[src/rtl/ksz8851_init_seq.sv]
// Post-reset initialization sequencer for the KSZ8851 command port: verifies the chip ID,
// programs MAC/TX/RX/IRQ registers and checks the MAC readback, reporting initOK/initFail.
module ksz8851_init_seq #(
   parameter int TIMEOUT_CYCLES = 1024,
   parameter int MAX_RETRIES    = 3
) (
   input  logic        i_sysclk,
   input  logic        i_reset_n,
   input  logic        i_initReq,
   output logic        o_initAck,
   output logic        o_cmdReq,
   input  logic        i_cmdAck,
   input  logic        i_dataValid,
   output logic        o_isDMA,
   output logic        o_isWrite,
   output logic        o_isWord,
   output logic [7:0]  o_RegAddr,
   output logic [15:0] o_DataIn,
   input  logic [15:0] i_DataOut,
   input  logic [47:0] i_mac_addr,
   output logic        o_busy,
   output logic        o_initOK,
   output logic        o_initFail,
   output logic [1:0]  o_err_code,
   output logic [3:0]  o_step,
   output logic [3:0]  o_state
);

   localparam int TW = (TIMEOUT_CYCLES > 2) ? $clog2(TIMEOUT_CYCLES) : 1;
   localparam int RW = (MAX_RETRIES > 0) ? $clog2(MAX_RETRIES + 1) : 1;
   localparam logic [TW-1:0] TIMER_LAST = TW'(TIMEOUT_CYCLES - 1);
   localparam logic [RW-1:0] RETRY_MAX  = RW'(MAX_RETRIES);
   localparam logic [3:0]    LAST_STEP  = 4'd8;

   localparam logic [1:0] ERR_NONE     = 2'd0;
   localparam logic [1:0] ERR_TIMEOUT  = 2'd1;
   localparam logic [1:0] ERR_CHIP_ID  = 2'd2;
   localparam logic [1:0] ERR_READBACK = 2'd3;

   typedef enum logic [3:0] {
      ST_IDLE      = 4'd0,
      ST_ACK       = 4'd1,
      ST_ISSUE     = 4'd2,
      ST_WAIT_ACK  = 4'd3,
      ST_WAIT_DATA = 4'd4,
      ST_RELEASE   = 4'd5,
      ST_NEXT      = 4'd6,
      ST_DONE      = 4'd7,
      ST_FAIL      = 4'd8
   } state_t;

   typedef struct packed {
      logic        wr;
      logic [7:0]  addr;
      logic [15:0] data;   // write data, or expected value for reads
      logic [15:0] mask;
   } entry_t;

   function automatic entry_t table_entry(input logic [3:0] idx, input logic [47:0] mac);
      entry_t e;
      e = '{wr: 1'b0, addr: 8'hC0, data: 16'h8870, mask: 16'hFFF0};
      case (idx)
         4'd1:    e = '{wr: 1'b1, addr: 8'h10, data: mac[15:0],  mask: 16'hFFFF};
         4'd2:    e = '{wr: 1'b1, addr: 8'h12, data: mac[31:16], mask: 16'hFFFF};
         4'd3:    e = '{wr: 1'b1, addr: 8'h14, data: mac[47:32], mask: 16'hFFFF};
         4'd4:    e = '{wr: 1'b1, addr: 8'h84, data: 16'h4000,   mask: 16'hFFFF};
         4'd5:    e = '{wr: 1'b1, addr: 8'h70, data: 16'h00EE,   mask: 16'hFFFF};
         4'd6:    e = '{wr: 1'b1, addr: 8'h74, data: 16'h7CE0,   mask: 16'hFFFF};
         4'd7:    e = '{wr: 1'b1, addr: 8'h90, data: 16'h2000,   mask: 16'hFFFF};
         4'd8:    e = '{wr: 1'b0, addr: 8'h10, data: mac[15:0],  mask: 16'hFFFF};
         default: ;
      endcase
      return e;
   endfunction

   state_t         r_state, w_state;
   logic [3:0]     r_step, w_step;
   logic [RW-1:0]  r_retries, w_retries;
   logic [TW-1:0]  r_timer, w_timer;
   logic [47:0]    r_mac, w_mac;
   logic           r_mismatch, w_mismatch;
   logic           r_cmd_req, w_cmd_req;
   logic           r_is_write, w_is_write;
   logic           r_is_word, w_is_word;
   logic [7:0]     r_reg_addr, w_reg_addr;
   logic [15:0]    r_data_in, w_data_in;
   logic           r_init_ack, w_init_ack;
   logic           r_busy, w_busy;
   logic           r_init_ok, w_init_ok;
   logic           r_init_fail, w_init_fail;
   logic [1:0]     r_err, w_err;
   entry_t         w_entry;
   logic           w_timeout;

   assign w_entry   = table_entry(r_step, r_mac);
   assign w_timeout = (r_timer == TIMER_LAST);

   // Command port handshake: cmdReq rises together with stable RegAddr/DataIn/isWrite,
   // is held until cmdAck (writes) or dataValid (reads), and is only raised again after
   // cmdAck has been seen low, which also guarantees at least one idle cycle between commands.
   always_comb begin
      w_state     = r_state;
      w_step      = r_step;
      w_retries   = r_retries;
      w_timer     = r_timer;
      w_mac       = r_mac;
      w_mismatch  = r_mismatch;
      w_cmd_req   = r_cmd_req;
      w_is_write  = r_is_write;
      w_is_word   = 1'b1;
      w_reg_addr  = r_reg_addr;
      w_data_in   = r_data_in;
      w_init_ack  = r_init_ack;
      w_busy      = r_busy;
      w_init_ok   = r_init_ok;
      w_init_fail = r_init_fail;
      w_err       = r_err;

      if (i_initReq && r_state != ST_IDLE && r_state != ST_ACK) begin
         // Chip was reset under us: abandon the pending command and start over.
         w_state    = ST_ACK;
         w_cmd_req  = 1'b0;
         w_init_ack = 1'b1;
         w_timer    = '0;
         w_mismatch = 1'b0;
      end else begin
         case (r_state)
            ST_IDLE: begin
               if (i_initReq) begin
                  w_state    = ST_ACK;
                  w_init_ack = 1'b1;
               end
            end
            ST_ACK: begin
               if (!i_initReq) begin
                  w_init_ack  = 1'b0;
                  w_init_ok   = 1'b0;
                  w_init_fail = 1'b0;
                  w_err       = ERR_NONE;
                  w_step      = '0;
                  w_retries   = '0;
                  w_mac       = i_mac_addr;
                  w_busy      = 1'b1;
                  w_state     = ST_ISSUE;
               end
            end
            ST_ISSUE: begin
               w_is_write = w_entry.wr;
               w_reg_addr = w_entry.addr;
               w_data_in  = w_entry.wr ? w_entry.data : 16'h0000;
               w_cmd_req  = 1'b1;
               w_timer    = '0;
               w_mismatch = 1'b0;
               w_state    = ST_WAIT_ACK;
            end
            ST_WAIT_ACK: begin
               if (i_cmdAck) begin
                  w_timer = '0;
                  if (r_is_write) begin
                     w_cmd_req = 1'b0;
                     w_state   = ST_RELEASE;
                  end else begin
                     w_state = ST_WAIT_DATA;
                  end
               end else if (w_timeout) begin
                  w_cmd_req = 1'b0;
                  w_err     = ERR_TIMEOUT;
                  w_state   = ST_FAIL;
               end else begin
                  w_timer = r_timer + 1'b1;
               end
            end
            ST_WAIT_DATA: begin
               if (i_dataValid) begin
                  w_mismatch = ((i_DataOut & w_entry.mask) != w_entry.data);
                  w_cmd_req  = 1'b0;
                  w_timer    = '0;
                  w_state    = ST_RELEASE;
               end else if (w_timeout) begin
                  w_cmd_req = 1'b0;
                  w_err     = ERR_TIMEOUT;
                  w_state   = ST_FAIL;
               end else begin
                  w_timer = r_timer + 1'b1;
               end
            end
            ST_RELEASE: begin
               if (!i_cmdAck) begin
                  if (r_mismatch && r_step == 4'd0) begin
                     if (r_retries < RETRY_MAX) begin
                        w_retries = r_retries + 1'b1;
                        w_state   = ST_ISSUE;
                     end else begin
                        w_err   = ERR_CHIP_ID;
                        w_state = ST_FAIL;
                     end
                  end else if (r_mismatch) begin
                     w_err   = ERR_READBACK;
                     w_state = ST_FAIL;
                  end else begin
                     w_state = ST_NEXT;
                  end
               end else if (w_timeout) begin
                  w_err   = ERR_TIMEOUT;
                  w_state = ST_FAIL;
               end else begin
                  w_timer = r_timer + 1'b1;
               end
            end
            ST_NEXT: begin
               if (r_step == LAST_STEP) begin
                  w_state = ST_DONE;
               end else begin
                  w_step  = r_step + 4'd1;
                  w_state = ST_ISSUE;
               end
            end
            ST_DONE: begin
               w_init_ok = 1'b1;
               w_busy    = 1'b0;
               w_state   = ST_IDLE;
            end
            ST_FAIL: begin
               w_init_fail = 1'b1;
               w_cmd_req   = 1'b0;
               w_busy      = 1'b0;
               w_state     = ST_IDLE;
            end
            default: w_state = ST_IDLE;
         endcase
      end
   end

   always_ff @(posedge i_sysclk or negedge i_reset_n) begin
      if (!i_reset_n) begin
         r_state     <= ST_IDLE;
         r_step      <= '0;
         r_retries   <= '0;
         r_timer     <= '0;
         r_mac       <= '0;
         r_mismatch  <= 1'b0;
         r_cmd_req   <= 1'b0;
         r_is_write  <= 1'b0;
         r_is_word   <= 1'b0;
         r_reg_addr  <= '0;
         r_data_in   <= '0;
         r_init_ack  <= 1'b0;
         r_busy      <= 1'b0;
         r_init_ok   <= 1'b0;
         r_init_fail <= 1'b0;
         r_err       <= ERR_NONE;
      end else begin
         r_state     <= w_state;
         r_step      <= w_step;
         r_retries   <= w_retries;
         r_timer     <= w_timer;
         r_mac       <= w_mac;
         r_mismatch  <= w_mismatch;
         r_cmd_req   <= w_cmd_req;
         r_is_write  <= w_is_write;
         r_is_word   <= w_is_word;
         r_reg_addr  <= w_reg_addr;
         r_data_in   <= w_data_in;
         r_init_ack  <= w_init_ack;
         r_busy      <= w_busy;
         r_init_ok   <= w_init_ok;
         r_init_fail <= w_init_fail;
         r_err       <= w_err;
      end
   end

   assign o_initAck  = r_init_ack;
   assign o_cmdReq   = r_cmd_req;
   assign o_isDMA    = 1'b0;
   assign o_isWrite  = r_is_write;
   assign o_isWord   = r_is_word;
   assign o_RegAddr  = r_reg_addr;
   assign o_DataIn   = r_data_in;
   assign o_busy     = r_busy;
   assign o_initOK   = r_init_ok;
   assign o_initFail = r_init_fail;
   assign o_err_code = r_err;
   assign o_step     = r_step;
   assign o_state    = r_state;

endmodule
[config.mk]
export PLATFORM = sky130hd
export DESIGN_NAME = ksz8851_init_seq
export DESIGN_NICKNAME = d
export VERILOG_FILES = /design/src/rtl/ksz8851_init_seq.sv
export SDC_FILE = /design/constraint.sdc
export NUM_CORES = 1
export LEC_CHECK = 0
export CAP_MARGIN = 25
export CORE_MARGIN = 2
export CORE_UTILIZATION = 35
export CTS_CLUSTER_DIAMETER = 30
export CTS_CLUSTER_SIZE = 16
export DETAILED_ROUTE_END_ITERATION = 10
export GPL_TIMING_DRIVEN = 0
export PLACE_DENSITY = 0.59
export SLEW_MARGIN = 10
export SYNTH_ARGS = -nofsm -noshare
export SYNTH_HDL_FRONTEND = slang
export SYNTH_SLANG_ARGS = --single-unit
[constraint.sdc]
create_clock -name i_sysclk -period 3.34 [get_ports i_sysclk]
set_clock_uncertainty 0.15 [all_clocks]
set_input_delay 0.501 -clock i_sysclk [delete_from_list [all_inputs] [get_ports i_sysclk]]
set_output_delay 0.501 -clock i_sysclk [all_outputs]
set_load 0.005 [all_outputs]
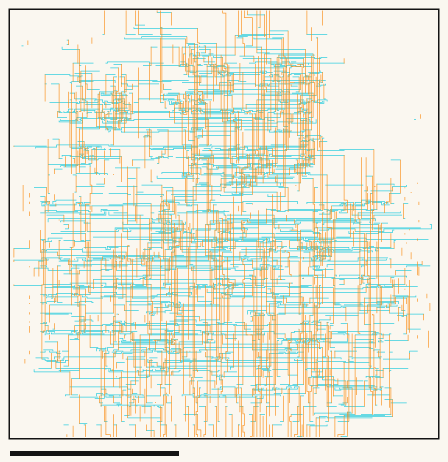
layers.png
Bar = 50 um. Two of the layers only.
cyan -> M1  # wire length 7640 um
orange -> M2  # wire length 6960 um

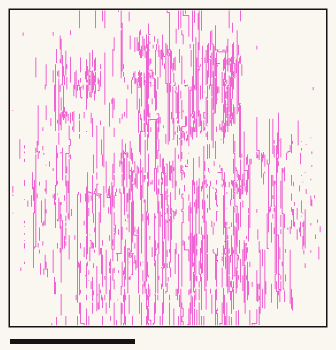
m2.png
Bar = 50 um.
wire length on this layer = 6960 um
share of all routed wire = 43%
nets with wire on the layer = 658
longest straight run = 51.5 um
DR vias: 4841
final WL: 16020 um
met2 Use GR: 0.3045

==> impl_metrics.csv <==
group,metric,value,unit
setup_path,reg2reg_slack,260,ps
timing,period_needed,3075,ps
route,drc,0,
setup_path,cp_cell_sequence,"ha_1 -> clkbuf_1 -> buf_1 -> nand3b_1 -> a21oi_1 -> a211oi_2 -> xnor2_1 -> a2111oi_0 -> a41oi_1",
clocking,clockBufferDepth,2,
setup_path,crit_family,"AND-OR/OR-AND gates",
power_and_ir_drop,swShare,0.3802,
finish,lay_top_count,"nand2_1",
finish,fin_cells,918,
setup_path,r2r_cells,9,
synth,synth_area_leader_cell,"dfrtp_1",
route,dr.max_layer_used,"met4",
grt,grt_pass1_wl,26220,um
outcome,status,"finished, final reports clean",
power_and_ir_drop,p_leak,0.003001,uW
setup_path,reg2reg_from,"o_step[0]",
grt,grt.total_usage,0.2084,
placement,port_buffers,106,
timing,relSlewSlack,0.4811,
power_and_ir_drop,power.density,666.2,nW/um^2
die,rows,44,
synth,netlist-cell-type-count,65,
placement,placedCellCount,903,
finish,lay_top_cells,"nand2_1 (193), clkdlybuf4s50_1 (105), dfrtp_1 (100)",
power_and_ir_drop,internal_power,2829,uW
placement,place_congestion,0.8760,
placement,dp_hpwl,12110,um
setup_path,crit_path_end,"r_mismatch",
synth,async_flop_share,1.000,
placement,dp_slack,267.0,ps
route,met2_length,6963,um
route,ant_nets,0,
route,vias_per_cell,5.273,
setup_path,critPathCaptureType,"flop",
synth,yosysCellCount,610,
grt,top_usage_layer,"met1",
synth,syn_inst,610,
setup_path,critical_path_class,"reg2reg",
die,dieWidth,126.4,um
setup_path,crit_required,3370,ps
power_and_ir_drop,p_seq,1860,uW
synth,synth_warnings,0,
synth,synth-edff-count,0,
timing,fin_ws,264.7,ps
synth,synth_area_per_cell,8.590,um^2
power_and_ir_drop,p_clk,1010,uW
grt,grt_max_degree,56,
power_and_ir_drop,finalPower,4564,uW
synth,ys_top_cells_by_area,"dfrtp_1 (48%), nand2_1 (14%), a21oi_1 (3.4%)",
synth,synth_flops,100,
power_and_ir_drop,power_leader,"registers",
grt,grt_pass1_vias,4800,
job,maxCapViolations,0,
clocking,clk_pin_slew,70,ps
setup_path,cp-startpoint,"o_step[0]",
power_and_ir_drop,combPwrFrac,0.372,
route,wl_per_cell,17.45,um
setup_path,critPathBufInv,2,
clocking,cts_max_level,3,
timing,rsz0062_at_grt,"false",
clocking,cts_hold_buf,0,
grt,grt_overflow_total,0,
die,die_height,126.4,um
route,met1_length,7640,um
min_path,min_path_type,"in2async",
finish,nFillCells,1419,
setup_path,worstPathArrival,3110,ps
finish,area_growth,30.73,%
finish,nets,804,
timing,finalCritPeriodShare,0.9207,
clocking,cts_setup_buffers,0,
synth,ys_seq_frac,0.4776,
grt,met3_usage,0.03416,
route,met3_length,1015,um
setup_path,cp.depth,9,
timing,tightest_slew,772.4,ps
synth,top_area_frac,0.4776,
clocking,cts-resized-gates,0,
finish,drive_above_1_share,0.05177,
synth,yosys-stat-area,5240,um^2
timing,drv_slew,0,
clocking,clk_latency,350,ps
power_and_ir_drop,switchingPower,1735,uW
synth,syn-cell-area,5240,um^2
finish,antenna_cells,0,
timing,fin_hold_ws,6.045,ps
power_and_ir_drop,ir_worst_vdd,0.2763,mV
setup_path,critPathMaxStageDelay,450,ps
timing,hold_viol,0,
synth,synthFlopType,"dfrtp_1",
setup_path,reg2reg_to,"r_mismatch",
power_and_ir_drop,pwr-share-clk,0.221,
clocking,clock-root-buffer,"clkbuf_16",
finish,logic_area,2551,um^2
die,fp.dieArea,15970,um^2
finish,regArea,2502,um^2
job,tool_warnings,29,
clocking,clkSinkCount,100,
die,num_io_pins,111,
timing,max_freq,325.2,MHz
clocking,cts_tree,"done",
finish,largest_reg_flops,48,
finish,top_register,"r_mac",
route,dr.pass1.iters,5,
power_and_ir_drop,p_seq_frac,0.407,
grt,antenna_found_initial,0,
clocking,numCtsBuffers,9,
setup_path,startpoint_type,"flop",
power_and_ir_drop,p_comb,1700,uW
die,coreArea,14590,um^2
grt,use_met1,0.3091,
setup_path,crit_fanout,10,
route,drt_iter0_drc,364,
timing,setup_viol,0,
die,initCoreUtil,0.3592,
setup_path,slowest_stage,"buf_1",
## worst min path at each step
stage	from	end	slack [ps]	cells after the start
CTS	i_reset_n	r_mac[36]	20	1
floorplan	i_reset_n	o_DataIn[0]	60	0
global placement	r_mac[27]	r_mac[27]	310	2
detailed placement	r_mac[13]	r_mac[13]	310	2
global route	i_reset_n	r_mac[36]	50	1
finish	i_reset_n	r_mac[36]	6	1
## layout make-up
type                    instances  share of cell area
plain buffers                  37             0.02338
clock buffers                  10             0.03342
clock inverters                 6            0.008950
inverters                       8            0.004384
multi-input cells             466              0.3724
flip-flops and latches        100              0.3653
well taps                     184             0.03361
repair buffers                107              0.1585
## logic make-up (layout without fill, tap and decap cells)
kind of cell,Yosys count,after routing,synth area share
buffers and inverters,46,168,0.03701
muxes,5,5,0.01098
DFF,100,100,0.4776
adders and majority gates,7,7,0.01624
AOI/OAI and AO/OA,139,139,0.1817
and+or+nand+nor,290,290,0.2400
other,2,4,0.001433
xor gates and xnor gates,21,21,0.03510
## per-stage QoR
| stage | setup TNS, ps | area (um^2) | util |
|---|---|---|---|
| 6_report | 0 | 6850 | 0.4696 |
| 5_1_grt | 0 | 6850 | 0.4696 |
| 4_1_cts | 0 | 6854 | 0.4698 |
| 3_5_place_dp | 0 | 6564 | 0.4499 |
| 3_3_place_gp | -216460 | 6539 | 0.4482 |
| 2_1_floorplan | 0 | 5248 | - |
## cells in the mapped netlist (10+ instances only)
| master | instances |
|---|---|
| nand2_1 | 193 |
| dfrtp_1 | 100 |
| a21oi_1 | 36 |
| nor2_1 | 32 |
| o21ai_0 | 30 |
| clkbuf_1 | 29 |
| xnor2_1 | 17 |
| nor3_1 | 11 |
| o31ai_1 | 11 |
| a22o_1 | 10 |
| nand3_1 | 10 |
No activity file was given, so power comes from the tool's default toggle rates.
